**Run 1: metal layers overlaid**

The bar under the picture is 20 microns long.
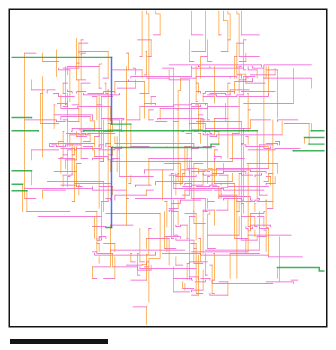
**Run 1: routed metal per tile**

The bar under the picture is 20 microns long. The die is cut into 13 by 13 equal tiles; dark blue is low, red is high, scaled to the fullest tile. Values are wire area over tile area, all layers added.
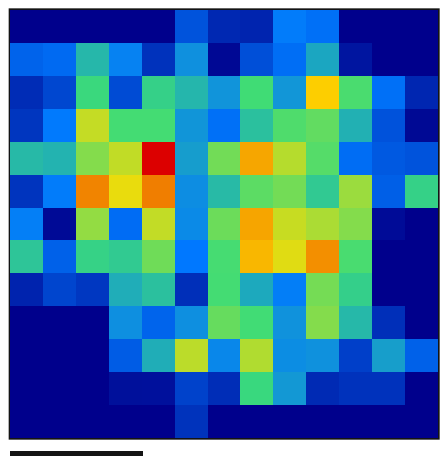
**Run 1: routing congestion map**

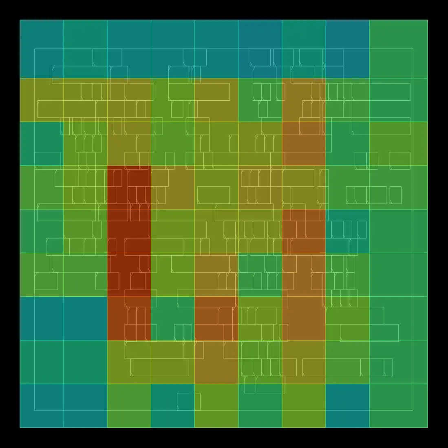
File: config.mk
export PLATFORM = sky130hd
export DESIGN_NAME = seq_divider
export DESIGN_NICKNAME = d
export VERILOG_FILES = /design/src/rtl/div_pkg.sv /design/src/rtl/div_sequencer.sv /design/src/rtl/seq_divider.sv
export SDC_FILE = /design/constraint.sdc
export NUM_CORES = 1
export LEC_CHECK = 0
export ABC_AREA = 1
export ABC_CLOCK_PERIOD_IN_PS = 1800
export CAP_MARGIN = 20
export CORE_MARGIN = 2
export CORE_UTILIZATION = 33
export CTS_BUF_LIST = sky130_fd_sc_hd__clkbuf_8
export DETAILED_ROUTE_END_ITERATION = 16
export MAX_ROUTING_LAYER = met4
export PLACE_DENSITY_LB_ADDON = 0.1
export RECOVER_POWER = 25
export SYNTH_ARGS = -nofsm -noshare
export SYNTH_HDL_FRONTEND = slang
export SYNTH_HIERARCHICAL = 1
export SYNTH_SLANG_ARGS = --single-unit
File: constraint.sdc
create_clock -name clock -period 1.8 [get_ports clock]
set_input_delay 0.36 -clock clock [delete_from_list [all_inputs] [get_ports clock]]
set_output_delay 0.36 -clock clock [all_outputs]
set_load 0.03 [all_outputs]
File: src/rtl/div_pkg.sv
// Shared types and defaults for the sequential restoring divider.
package div_pkg;

    typedef enum logic [1:0] {IDLE, SHIFT, SUB, DONE} div_state_t;

    localparam int DIV_N_DEFAULT = 4;

endpackage

File: src/rtl/div_sequencer.sv
// Control FSM for seq_divider: steps N shift/subtract pairs with a down-counter
// and issues the datapath strobes.
module div_sequencer
    import div_pkg::*;
#(
    parameter int N = DIV_N_DEFAULT
) (
    input  logic clock,
    input  logic n_rst,
    input  logic start,
    input  logic divisor_zero,
    input  logic neg,
    output logic load,
    output logic shift,
    output logic sub,
    output logic ready,
    output logic busy
);

    localparam int CW = $clog2(N + 1);

    div_state_t    state;
    div_state_t    state_next;
    logic [CW-1:0] cnt;
    logic [CW-1:0] cnt_next;

    // NOTE: registers update with non-blocking assignments so every flop
    // samples the pre-edge values, independent of process ordering.
    always_ff @(posedge clock or negedge n_rst) begin
        if (!n_rst) begin
            state <= IDLE;
            cnt   <= '0;
        end else begin
            state <= state_next;
            cnt   <= cnt_next;
        end
    end

    // NOTE: every output of this block gets a default first; a path that
    // left one unassigned would infer a latch.
    always_comb begin
        state_next = state;
        cnt_next   = cnt;
        load       = 1'b0;
        shift      = 1'b0;
        sub        = 1'b0;
        unique case (state)
            IDLE, DONE: begin
                if (start) begin
                    load       = 1'b1;
                    cnt_next   = CW'(N);
                    state_next = divisor_zero ? DONE : SHIFT;
                end
            end
            SHIFT: begin
                shift      = 1'b1;
                state_next = SUB;
            end
            SUB: begin
                // sub commits the difference; a negative result restores by doing nothing
                sub        = !neg;
                cnt_next   = cnt - CW'(1);
                state_next = (cnt == CW'(1)) ? DONE : SHIFT;
            end
            default: state_next = IDLE;
        endcase
    end

    assign ready = (state == DONE);
    assign busy  = (state == SHIFT) || (state == SUB);

endmodule

File: src/rtl/seq_divider.sv
// Sequential unsigned restoring divider: N+1-bit partial remainder A, quotient
// register Q and divisor M, one quotient bit per SHIFT/SUB pair.
module seq_divider
    import div_pkg::*;
#(
    parameter int N = DIV_N_DEFAULT
) (
    input  logic         clock,
    input  logic         n_rst,
    input  logic         start,
    input  logic [N-1:0] dividend,
    input  logic [N-1:0] divisor,
    output logic [N-1:0] quotient,
    output logic [N-1:0] remainder,
    output logic         ready,
    output logic         busy,
    output logic         div_by_zero
);

    logic [N:0]   a_reg;
    logic [N-1:0] q_reg;
    logic [N-1:0] m_reg;
    logic         dz;
    logic [N:0]   diff;
    logic         divisor_zero;
    logic         load;
    logic         shift;
    logic         sub;

    assign divisor_zero = (divisor == '0);
    assign diff         = a_reg - {1'b0, m_reg};

    div_sequencer #(.N(N)) u_sequencer (
        .clock       (clock),
        .n_rst       (n_rst),
        .start       (start),
        .divisor_zero(divisor_zero),
        .neg         (diff[N]),
        .load        (load),
        .shift       (shift),
        .sub         (sub),
        .ready       (ready),
        .busy        (busy)
    );

    always_ff @(posedge clock or negedge n_rst) begin
        if (!n_rst) begin
            a_reg <= '0;
            q_reg <= '0;
            m_reg <= '0;
            dz    <= 1'b0;
        end else if (load) begin
            a_reg <= '0;
            q_reg <= dividend;
            m_reg <= divisor;
            dz    <= divisor_zero;
        end else if (shift) begin
            {a_reg, q_reg} <= {a_reg[N-1:0], q_reg, 1'b0};
        end else if (sub) begin
            a_reg    <= diff;
            q_reg[0] <= 1'b1;
        end
    end

    // A zero divisor skips the iteration, so Q still holds the captured dividend.
    assign quotient    = dz ? '1 : q_reg;
    assign remainder   = dz ? q_reg : a_reg[N-1:0];
    assign div_by_zero = ready & dz;

endmodule

==> out/qor.txt, run 1 <==
Grt ovf: 0
Ratio of cells with drive above 1 in the final layout: 0.153
Crit Reg-Reg Endpoint: a_reg[4]
Outcome: complete, but fails checks
Top cell type by instance count after synthesis: nand2_1
Hold_buf cts: 0
Count of nets after finishing: 219
Final setup slack of the worst path: -0.0564 ns
Pint: 1.70 mW
Largest register FFs: 5
Reg-to-reg slack, setup: -0.06 ns
Wire length of the first global-routing pass: 4.80 mm
Most used standard cells in the synthesized netlist: 48 x nand2_1, 32 x inv_1, 19 x dfrtp_1
Final number of max-transition violations: 0
Crit Path Class: register to register
Setup Slack @ Placement: -0.122 ns
Syn Area/Cell: 7.43 sq um
Final critical-path share of the clock period: 1.03
Failing checks: setup timing
Startpoint of the most critical setup path: m_reg[0]
FP Core Util: 0.352
Placeable core area: 3420 sq um
TritonCTS clock tree: built
Setup violation total in the final timing report: 5
Final Cell Area: 1590 sq um
Sum of internal, switching and leakage power: 3.36 mW
Cts bufs inserted: 3
Arrival time at the worst endpoint: 2.06 ns
Met2 routed WL: 1.32 mm
Filler cell count in the final layout: 352
Back to the opening pictures, 'metal layers overlaid':
Key: green = met3 [wire length 127 microns]; orange = met2 [wire length 1320 microns]; blue = met4 [wire length 29.9 microns]; magenta = met1 [wire length 1260 microns]

Back to the opening pictures, 'routed metal per tile':
The fullest tile reaches 0.36. 24% of the tiles are nearly empty. The emptiest ninth of the die: lower left. The mean over all tiles is 0.10.
wire length after detailed routing: 2.73 mm
global-route usage over all layers: 0.154
overall via count from detail_route: 1121
detailed-route wire length per cell: 11.3 microns

Back to the opening pictures, 'routing congestion map':
utilization of the core after routing: 0.466
GR met2 Demand/Resource: 0.249
grt met1 use: 0.190

run 1: kinds of logic after synthesis:
kind of cell	Yosys count	synth area share
AND/OR/NAND/NOR	70	0.243
buffers and inverters	35	0.109
AND-OR/OR-AND	26	0.125
flip-flops	19	0.395
adder cells (fa/ha/maj)	11	0.121
XOR/XNOR	1	0.00728
run 1: tightest hold or removal path: stages (launching register included):
cell and delay, ns:
dfrtp_1 0.32, inv_1 0.05, o21ai_0 0.12
run 1: layer usage:
metal	up-vias	GRT usage
met5	-	-
met1	522	0.190
met4	0	0.0399
li1	577	-
met3	4	0.0440
met2	18	0.249
run 1: layout make-up:
type	count	share of cell area
clock inverter	1	0.00236
tap	46	0.0361
timing repair buffer	32	0.170
clock buffer	3	0.0259
sequential	19	0.299
inverter	33	0.0778
multi-input combinational	108	0.388
==> run 1 -> run 2 <==
Settings changed: ABC_CLOCK_PERIOD_IN_PS 1800 to 1700.
Clock period 1.8 ns to 1.7 ns, I/O delays scaled along.
==> run 2 against run 1 <==
  * The run still ends with setup timing left
  * Flip-flop count did not move
  * Final cell count rose by 2.9%
  * Maximum frequency fell by 4.2%
  * Clock skew fell by 0.0039 ns
  * Power rose by 14%
  * Critical endpoint is now a_reg[2]
  * Largest cell class unchanged
==> out/qor.txt, run 2 <==
Outcome: complete, but fails checks (unchanged)
Failing checks: setup timing (unchanged)
Final Cell Area: 1650 sq um (was 1590 sq um)
Count of nets after finishing: 226 (was 219)
Post-synth top area cell: dfrtp_1 (unchanged)
Largest register FFs: 5 (unchanged)
Filler cell count in the final layout: 344 (was 352)
Wire length of the first global-routing pass: 4.89 mm (was 4.80 mm)
Flip-flop and latch count after synthesis: 19 (unchanged)
Final setup slack of the worst path: -0.237 ns (was -0.0564 ns)
Max-capacitance violation count: 0 (unchanged)
Sum of internal, switching and leakage power: 3.82 mW (was 3.36 mW)
Post-synthesis instance area: 1200 sq um (unchanged)
Wire length after detailed routing: 2.88 mm (was 2.73 mm)
Overall via count from detail_route: 1120 (was 1121)
Global-route usage over all layers: 0.157 (was 0.154)
WHS Path Cells: 2 (unchanged)
Top Ports: 22 (unchanged)
Setup Slack @ Placement: -0.244 ns (was -0.122 ns)
Met3 global-route usage: 0.0440 (unchanged)
Placeable core area: 3420 sq um (unchanged)
Most used standard cells in the synthesized netlist: 48 x nand2_1, 32 x inv_1, 19 x dfrtp_1 (unchanged)
Syn Area/Cell: 7.43 sq um (unchanged)
Detailed-route wire length per cell: 11.6 microns (was 11.3 microns)
FP Core Util: 0.352 (unchanged)
Cell chain of the critical path: ha_4 -> fa_2 -> inv_2 -> nand2_2 -> nand2_2 -> nand2_1 -> nand2_1 -> nand2_1 -> nor2_2 -> inv_1 -> nand2_2 -> nand2_4 -> a21oi_2 -> o21ai_1 -> nand2_1 (was ha_4 -> fa_2 -> inv_2 -> nand2_1 -> nand2_1 -> nand2_1 -> nand2_1 -> nand2_1 -> nor2_2 -> inv_1 -> nand2_2 -> nand2_4 -> a21oi_1 -> nand2_1 -> nand2_1)
Ratio of cells with drive above 1 in the final layout: 0.241 (was 0.153)
Clock group share of total power: 0.084 (was 0.089)
Top cell type by instance count after synthesis: nand2_1 (unchanged)
Reg-to-reg slack, setup: -0.24 ns (was -0.06 ns)
Final number of max-transition violations: 0 (unchanged)
Cts bufs inserted: 3 (unchanged)
Bufs and invs on worst path: 2 (unchanged)
Grt met1 use: 0.190 (about the same)
Setup violation total in the final timing report: 6 (was 5)
Pint: 1.97 mW (was 1.70 mW)
GR met2 Demand/Resource: 0.267 (was 0.249)
Grt ovf: 0 (unchanged)
TritonCTS clock tree: built (unchanged)
Proportion of synthesized flip-flops having asynchronous set or reset: 1.00 (unchanged)
Final critical-path share of the clock period: 1.14 (was 1.03)
Arrival time at the worst endpoint: 2.14 ns (was 2.06 ns)
Utilization of the core after routing: 0.484 (was 0.466)
Layer with the highest usage after global routing: met2 (unchanged)
Crit Reg-Reg Endpoint: a_reg[2] (was a_reg[4])
Startpoint of the most critical setup path: m_reg[0] (unchanged)
Library cell used as clock root buffer: clkbuf_8 (unchanged)
Most common cell type on the critical path: nand2_1 (unchanged)
Hold_buf cts: 0 (unchanged)
## run 2: cell counts after synthesis
No cell type changed its count.
## run 2: cell type report
cell class                 instances  area share
clock buffer                       3      0.0250
clock inverter                     1     0.00227
inverter                          33      0.0749
multi-input combinational        108       0.383
sequential                        19       0.287
tap                               46      0.0348
timing repair buffer              39       0.193
## run 2: repair_timing
item                       CTS  global route
hold endpoints to repair     0             0
resized                      7             9
pin swaps                    6             7
setup buffers                3             2
setup endpoints to repair    8            11
## run 2: logic make-up (layout without fill, tap and decap cells)
family / Yosys count / after routing / share of synthesized area
xor gates and xnor gates: 1 / 1 / 0.00728
DFF: 19 / 19 / 0.395
AOI/OAI and AO/OA: 26 / 26 / 0.125
buffers and inverters: 35 / 76 / 0.109
and+or+nand+nor: 70 / 70 / 0.243
adders and majority gates: 11 / 11 / 0.121
**Run 2: routed metal per tile**

The bar under the picture is 20 microns long. The die is cut into 13 by 13 equal tiles; dark blue is low, red is high, scaled to the fullest tile. Values are wire area over tile area, all layers added.
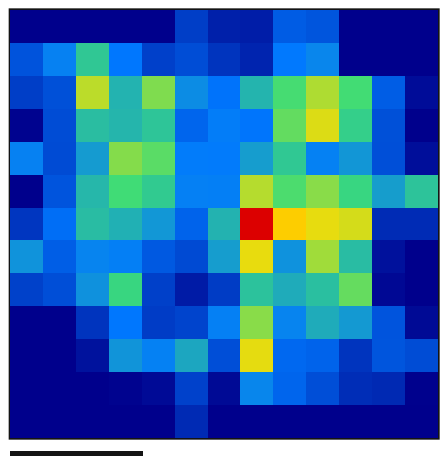
23% of the tiles are nearly empty. 13% of the tiles are over half the peak. The densest ninth of the die: center. The emptiest ninth of the die: lower left. The fullest tile reaches 0.46.

Power is estimated from default activity; no workload was simulated.
